File: src/rtl/display_arbiter.sv
`default_nettype none
// ============================================================================
// Module      : display_arbiter
// Description : Round-robin arbiter between a CPU port and a debug source for
//               a 4-digit seven-segment monitor; each grant is held on the
//               display for HOLD_CYCLES clocks before another can be taken.
// Revision    : 1.0 - initial release
// ============================================================================
module display_arbiter #(
    parameter int HOLD_CYCLES = 1000
) (
    input  logic        clk,
    input  logic        reset,
    input  logic        req_a,
    input  logic [15:0] data_a,
    input  logic        req_b,
    input  logic [15:0] data_b,
    output logic        gnt_a,
    output logic        gnt_b,
    output logic [15:0] disp_data,
    output logic [1:0]  disp_src,
    output logic        busy
);

    localparam logic [1:0]  S_IDLE    = 2'd0;
    localparam logic [1:0]  S_HOLD    = 2'd1;
    localparam logic [1:0]  S_OPEN    = 2'd2;

    localparam logic [1:0]  SRC_NONE  = 2'b00;
    localparam logic [1:0]  SRC_A     = 2'b01;
    localparam logic [1:0]  SRC_B     = 2'b10;

    localparam logic [15:0] HOLD_LOAD = 16'(HOLD_CYCLES - 1);

    logic [1:0]  state_q, state_d;
    logic [15:0] cnt_q, cnt_d;
    logic        last_b_q, last_b_d;
    logic [15:0] disp_data_q, disp_data_d;
    logic [1:0]  disp_src_q, disp_src_d;
    logic        gnt_a_q, gnt_a_d;
    logic        gnt_b_q, gnt_b_d;

    logic        w_accept;
    logic        w_win_a;
    logic        w_win_b;

    // On a tie, A wins unless A was the most recent grant.
    assign w_accept = (state_q != S_HOLD) && (req_a || req_b);
    assign w_win_a  = req_a && (!req_b || last_b_q);
    assign w_win_b  = req_b && !w_win_a;

    // State register
    always_ff @(posedge clk or posedge reset) begin
        if (reset) begin
            state_q     <= S_IDLE;
            cnt_q       <= 16'h0000;
            last_b_q    <= 1'b1;
            disp_data_q <= 16'h0000;
            disp_src_q  <= SRC_NONE;
            gnt_a_q     <= 1'b0;
            gnt_b_q     <= 1'b0;
        end else begin
            state_q     <= state_d;
            cnt_q       <= cnt_d;
            last_b_q    <= last_b_d;
            disp_data_q <= disp_data_d;
            disp_src_q  <= disp_src_d;
            gnt_a_q     <= gnt_a_d;
            gnt_b_q     <= gnt_b_d;
        end
    end

    // Next-state and hold timer
    always_comb begin
        state_d = state_q;
        cnt_d   = cnt_q;
        case (state_q)
            S_IDLE, S_OPEN: begin
                if (w_accept) begin
                    state_d = S_HOLD;
                    cnt_d   = HOLD_LOAD;
                end
            end
            S_HOLD: begin
                if (cnt_q == 16'h0000) begin
                    state_d = S_OPEN;
                end else begin
                    cnt_d = cnt_q - 16'h0001;
                end
            end
            default: begin
                state_d = S_IDLE;
                cnt_d   = 16'h0000;
            end
        endcase
    end

    // Grant pulses, display latch and round-robin record
    always_comb begin
        gnt_a_d     = 1'b0;
        gnt_b_d     = 1'b0;
        disp_data_d = disp_data_q;
        disp_src_d  = disp_src_q;
        last_b_d    = last_b_q;
        if (w_accept) begin
            if (w_win_a) begin
                gnt_a_d     = 1'b1;
                disp_data_d = data_a;
                disp_src_d  = SRC_A;
                last_b_d    = 1'b0;
            end else if (w_win_b) begin
                gnt_b_d     = 1'b1;
                disp_data_d = data_b;
                disp_src_d  = SRC_B;
                last_b_d    = 1'b1;
            end
        end
    end

    assign gnt_a     = gnt_a_q;
    assign gnt_b     = gnt_b_q;
    assign disp_data = disp_data_q;
    assign disp_src  = disp_src_q;
    assign busy      = (state_q == S_HOLD);

endmodule
`default_nettype wire

File: config.mk
export PLATFORM = sky130hd
export DESIGN_NAME = display_arbiter
export DESIGN_NICKNAME = d
export VERILOG_FILES = /design/src/rtl/display_arbiter.sv
export SDC_FILE = /design/constraint.sdc
export NUM_CORES = 1
export LEC_CHECK = 0
export CORE_MARGIN = 3
export CORE_UTILIZATION = 51
export CTS_CLUSTER_DIAMETER = 40
export DETAILED_ROUTE_END_ITERATION = 10
export PLACE_DENSITY = 0.85
export SETUP_SLACK_MARGIN = 0.2
export SLEW_MARGIN = 20
export SYNTH_ARGS = -nofsm -noshare
export SYNTH_HDL_FRONTEND = slang
export SYNTH_SLANG_ARGS = --single-unit
File: constraint.sdc
create_clock -name clk -period 4.24 [get_ports clk]
set_input_delay 0.424 -clock clk [delete_from_list [all_inputs] [get_ports clk]]
set_output_delay 0.424 -clock clk [all_outputs]
set_load 0.03 [all_outputs]
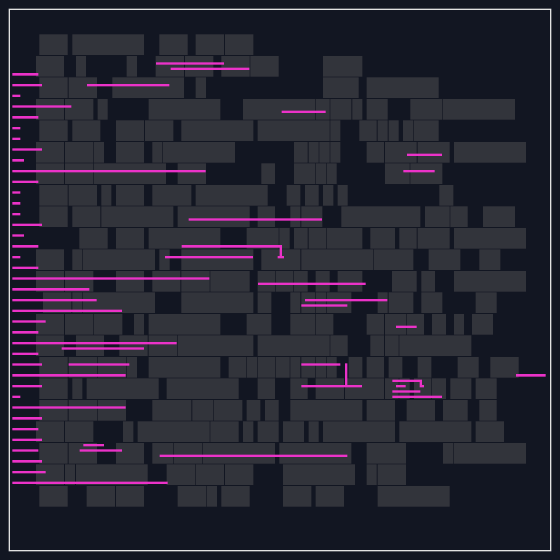
**Above:** run 1 (signal wires on met3).
Cells faint in the background.
The layer holds 9.0% of the routed length. 59 nets have wire on it. The longest straight run is 24.6 µm.

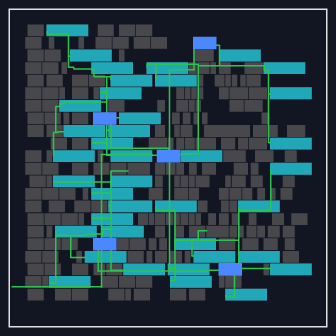
**Above:** run 1 (clock distribution).
flip-flops: shown in cyan, count 39. clock wires: shown in green, length 498 µm. clock drivers: shown in blue, count 5.
Position of the flops: widely spread.

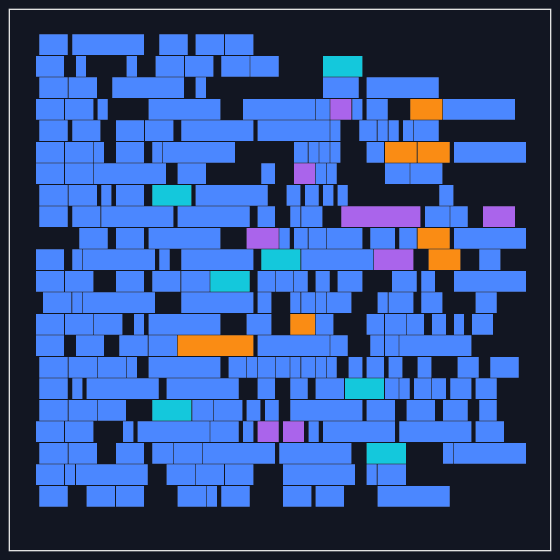
**Above:** run 1 (cell sizes after repair).
_0 and _1 cells: shown in blue, cells 225, most used clkdlybuf4s50_1. _6 and larger: shown in cyan, cells 7, most used clkbuf_8. _3 and _4 cells: shown in purple, cells 8, most used buf_4. _2 cells: shown in orange, cells 7, most used a311o_2.

==> results.json, run 1 <==
{
  "status": "complete, no violations",
  "syn_inst": 193,
  "combPwrFrac_pct": 38.9,
  "period_needed_ns": 2.552,
  "dp_hpwl_um": 3326,
  "grt_max_degree": 25,
  "p_clk_share_pct": 20.9,
  "met2_usage_pct": 35.26,
  "cp.required_ns": 3.82,
  "cellPowerDensity_nw_per_um2": 506.7,
  "synth.largest_area_cell": "dfrtp_1",
  "common_cells": "dfrtp_1 (38), inv_1 (23), a222oi_1 (16)",
  "grt_pass1_vias": 1698,
  "worst_pin_slew_ns": 0.9123,
  "synth.most_common_cell": "dfrtp_1",
  "peakVddDrop_mv": 0.3094,
  "clkLatencyLatePin_ns": 0.30,
  "initCoreUtil_pct": 53.30,
  "top_level_ports": 57,
  "numCtsBuffers": 5,
  "fmax_ghz": 0.3918,
  "p_int_mw": 0.8524,
  "tool_warnings": 27,
  "avgSynthCellArea_um2": 10.26,
  "flop_area_um2": 977.2,
  "clk_path_buf_depth": 2,
  "io_buffers": 56,
  "most-common-layout-cells": "clkdlybuf4s50_1 (56), dfrtp_1 (38), inv_1 (23)",
  "finalHoldViolations": 0,
  "maxCapViolations": 0,
  "yosysTopAreaCellShare_pct": 48.01,
  "grt_pass1_wl_um": 7748,
  "cp-end-kind": "output pin",
  "cp_max_fo": 13,
  "tns_ns": 0,
  "die_area_um2": 4668,
  "yosysCellCount": 193,
  "hold_path_class": "reg2reg",
  "route.detailed.drc": 0,
  "path_clk_slew_ns": 0.07
}
run 1: area by class of cell:
class | count | area share (%)
inverters | 23 | 3.236
clock inverters | 1 | 0.2814
multi-input cells | 118 | 32.13
flip-flops and latches | 39 | 36.63
repair buffers | 59 | 21.86
well taps | 48 | 2.251
clock buffers | 7 | 3.612
run 1: state kept, by name (all words and copies together), names as in the netlist:
register,count
last_b_q,1
state_q,2
cnt_q,16
gnt_a,1
disp_src,2
gnt_b,1
disp_data,16
run 1: power by group through the flow:
stage               registers (mW)  clock network (mW)  logic, mW
finish                       0.544               0.282      0.526
global route                 0.558               0.302      0.573
CTS                          0.542               0.288      0.530
detailed placement           0.547                   0      0.527
global placement             0.546                   0      0.518
floorplan                    0.633                   0      0.246
run 1: worst max-delay path, stage by stage, from the launching register on:
cell and delay [ns]:
dfrtp_1 0.50, nand2b_1 0.39, inv_1 0.24, clkdlybuf4s50_1 0.70
run 1: worst paths after layout:
path / cells after the start / slack [ns] / to / start
max: 3 / 1.69 / busy / state_q[1]
min: 1 / 0.51 / disp_src[0] / disp_src[0]
max reg2reg: 6 / 1.92 / cnt_q[9] / cnt_q[0]
min reg2reg: 1 / 0.51 / disp_src[0] / disp_src[0]
max in group asynchronous: 3 / 2.80 / last_b_q / reset
min in group asynchronous: 2 / 0.63 / cnt_q[10] / reset
run 1: logic make-up after synthesis:
logic type	synth area share, %
buffers and inverters	7.391
and+or+nand+nor	15.54
adders and majority gates	1.263
muxes	1.516
AOI/OAI and AO/OA	24.95
DFF	49.34
run 1: stage by stage:
stage                     total power, mW  area (µm²)  util [%]
after floorplan                    0.8786        1981         -
after global placement              1.064        2564     68.99
after detailed placement            1.074        2564     68.99
after CTS                           1.360        2668     71.78
after global routing                1.432        2668     71.78
final                               1.352        2668     71.78
--- run 2 (diff from run 1) ---
--- a/config.mk
+++ b/config.mk
@@ -6,10 +6,10 @@
 export NUM_CORES = 1
 export LEC_CHECK = 0
 export CORE_MARGIN = 3
-export CORE_UTILIZATION = 51
+export CORE_UTILIZATION = 43
 export CTS_CLUSTER_DIAMETER = 40
 export DETAILED_ROUTE_END_ITERATION = 10
-export PLACE_DENSITY = 0.85
+export PLACE_DENSITY = 0.76
 export SETUP_SLACK_MARGIN = 0.2
 export SLEW_MARGIN = 20
 export SYNTH_ARGS = -nofsm -noshare
==> constraint.sdc (replaced) <==
create_clock -name clk -period 2.2 [get_ports clk]
set_input_delay 0.22 -clock clk [delete_from_list [all_inputs] [get_ports clk]]
set_output_delay 0.22 -clock clk [all_outputs]
set_load 0.03 [all_outputs]
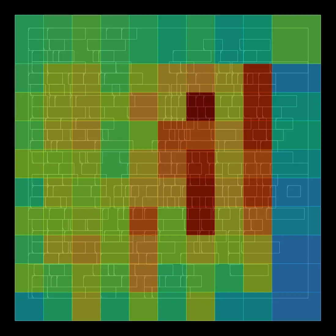
**Above:** run 2 (routing congestion map).
gr usage total: 20.45%
Top Usage Layer GRT: met2
final core utilization: 64.06%

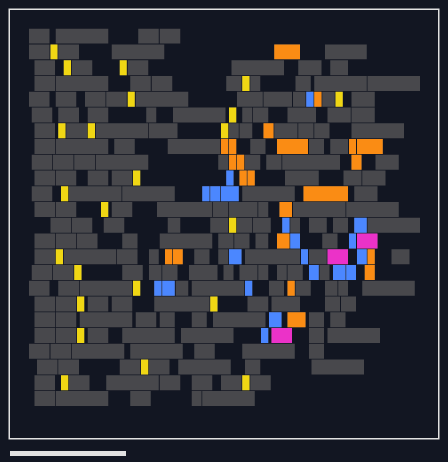
**Above:** run 2 (selected gate families).
The bar under the picture is 20 µm long.
multiplexers: shown in magenta, cells 3. NOR gates: shown in orange, cells 22. NAND gates: shown in blue, cells 20. inverters: shown in yellow, cells 23.

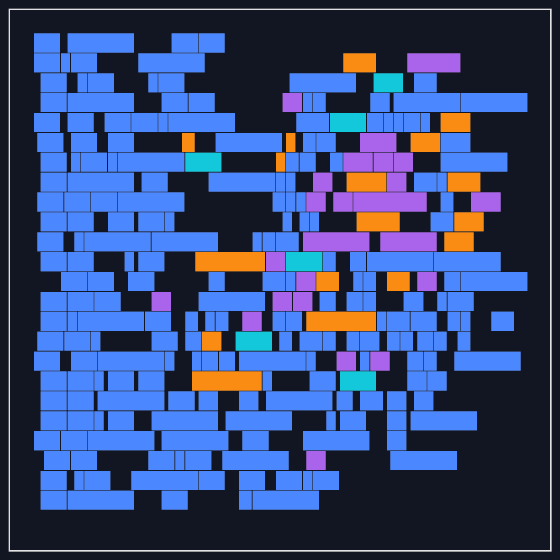
**Above:** run 2 (cell sizes after repair).
_0 and _1 cells: shown in blue, cells 213, most used clkdlybuf4s50_1. _2 cells: shown in orange, cells 17, most used a311o_2. _6 and larger: shown in cyan, cells 6, most used clkbuf_8. _3 and _4 cells: shown in purple, cells 24, most used buf_4.

==> results.json, run 2 <==
{
  "nNonClkBuffers": 72,
  "finalHoldViolations": 0,
  "worst_pin_slew_ns": 0.6342,
  "cp-end-kind": "flop",
  "numCtsBuffers": 5,
  "p_int_mw": 1.650,
  "maxCapViolations": 0,
  "yosysTopAreaCellShare_pct": 48.01,
  "num-nonclk-inverters": 23,
  "grt_max_degree": 40,
  "dp_hpwl_um": 3604,
  "grt_pass1_wl_um": 8604,
  "cp_max_fo": 4,
  "yosysCellCount": 193,
  "seq_cell_count": 39,
  "path_clk_slew_ns": 0.08,
  "avgSynthCellArea_um2": 10.26,
  "stdcell_area_um2": 2828,
  "nClkBuffers": 5,
  "fmax_ghz": 0.5076,
  "die_area_um2": 5457,
  "grt_pass1_vias": 1793,
  "tool_warnings": 29,
  "syn_inst": 193,
  "period_needed_ns": 1.970,
  "synth.most_common_cell": "dfrtp_1",
  "status": "complete, no violations",
  "r2r_start": "cnt_q[0]",
  "placed_area_um2": 2643,
  "route.detailed.drc": 0,
  "p_clk_share_pct": 18.5,
  "initCoreUtil_pct": 44.87,
  "top_level_ports": 57,
  "synth.largest_area_cell": "dfrtp_1",
  "clk_path_buf_depth": 2
}
==> run 2: cell count changes in the layout (fill, tap and decap cells not counted), moves of 2 or more <==
cell,before,now
nor4_2,0,2
inv_2,0,2
inv_1,23,21
clkbuf_8,7,5
dfrtp_2,0,2
buf_4,3,15
nor4_1,5,2
dfrtp_1,38,36
==> run 2: critical path: stages, from the launching register on <==
cell       delay [ns]
dfrtp_1          0.41
inv_2            0.11
ha_4             0.14
or4b_4           0.52
o41ai_2          0.39
a21oi_1          0.13
a2bb2oi_1        0.14
==> run 2: routing by layer <==
layer	track usage (%)	wire, µm
met1	26.34	2230
met2	31.79	2560
met3	7.250	456
met4	7.042	44
met5	0	0
==> run 2: what timing repair did <==
action / in CTS / in global routing
gates cloned: 0 / 1
endpoints found under the hold margin: 0 / 0
endpoints found under the setup margin: 5 / 13
pin swaps: 1 / 3
buffers inserted: 0 / 3
gates resized: 6 / 11
==> run 2: worst max path at each step <==
stage,startpoint,end,slack [ns],depth (start not counted)
finish,cnt_q[0],cnt_q[2],0.23,6
global route,cnt_q[0],cnt_q[8],0.15,7
CTS,cnt_q[0],cnt_q[8],0.19,6
detailed placement,cnt_q[0],cnt_q[8],0.11,6
global placement,cnt_q[0],cnt_q[8],0.23,6
floorplan,cnt_q[0],cnt_q[9],0.23,6
==> run 2: cell families after synthesis <==
kind of cell	Yosys count	share of synthesized area (%)
AOI/OAI and AO/OA	59	24.95
and+or+nand+nor	54	15.54
DFF	39	49.34
buffers and inverters	36	7.391
muxes	3	1.516
adders and majority gates	2	1.263
==> run 2: power groups by stage <==
stage	clock [mW]	sequential [mW]	combinational, mW
after global routing	0.541	1.09	1.22
final	0.498	1.07	1.13
after floorplan	0	1.22	0.476
after detailed placement	0	1.06	1.06
after global placement	0	1.06	1.04
after CTS	0.506	1.05	1.08
Power figures rest on the tool's default switching activity, not on a simulated workload.
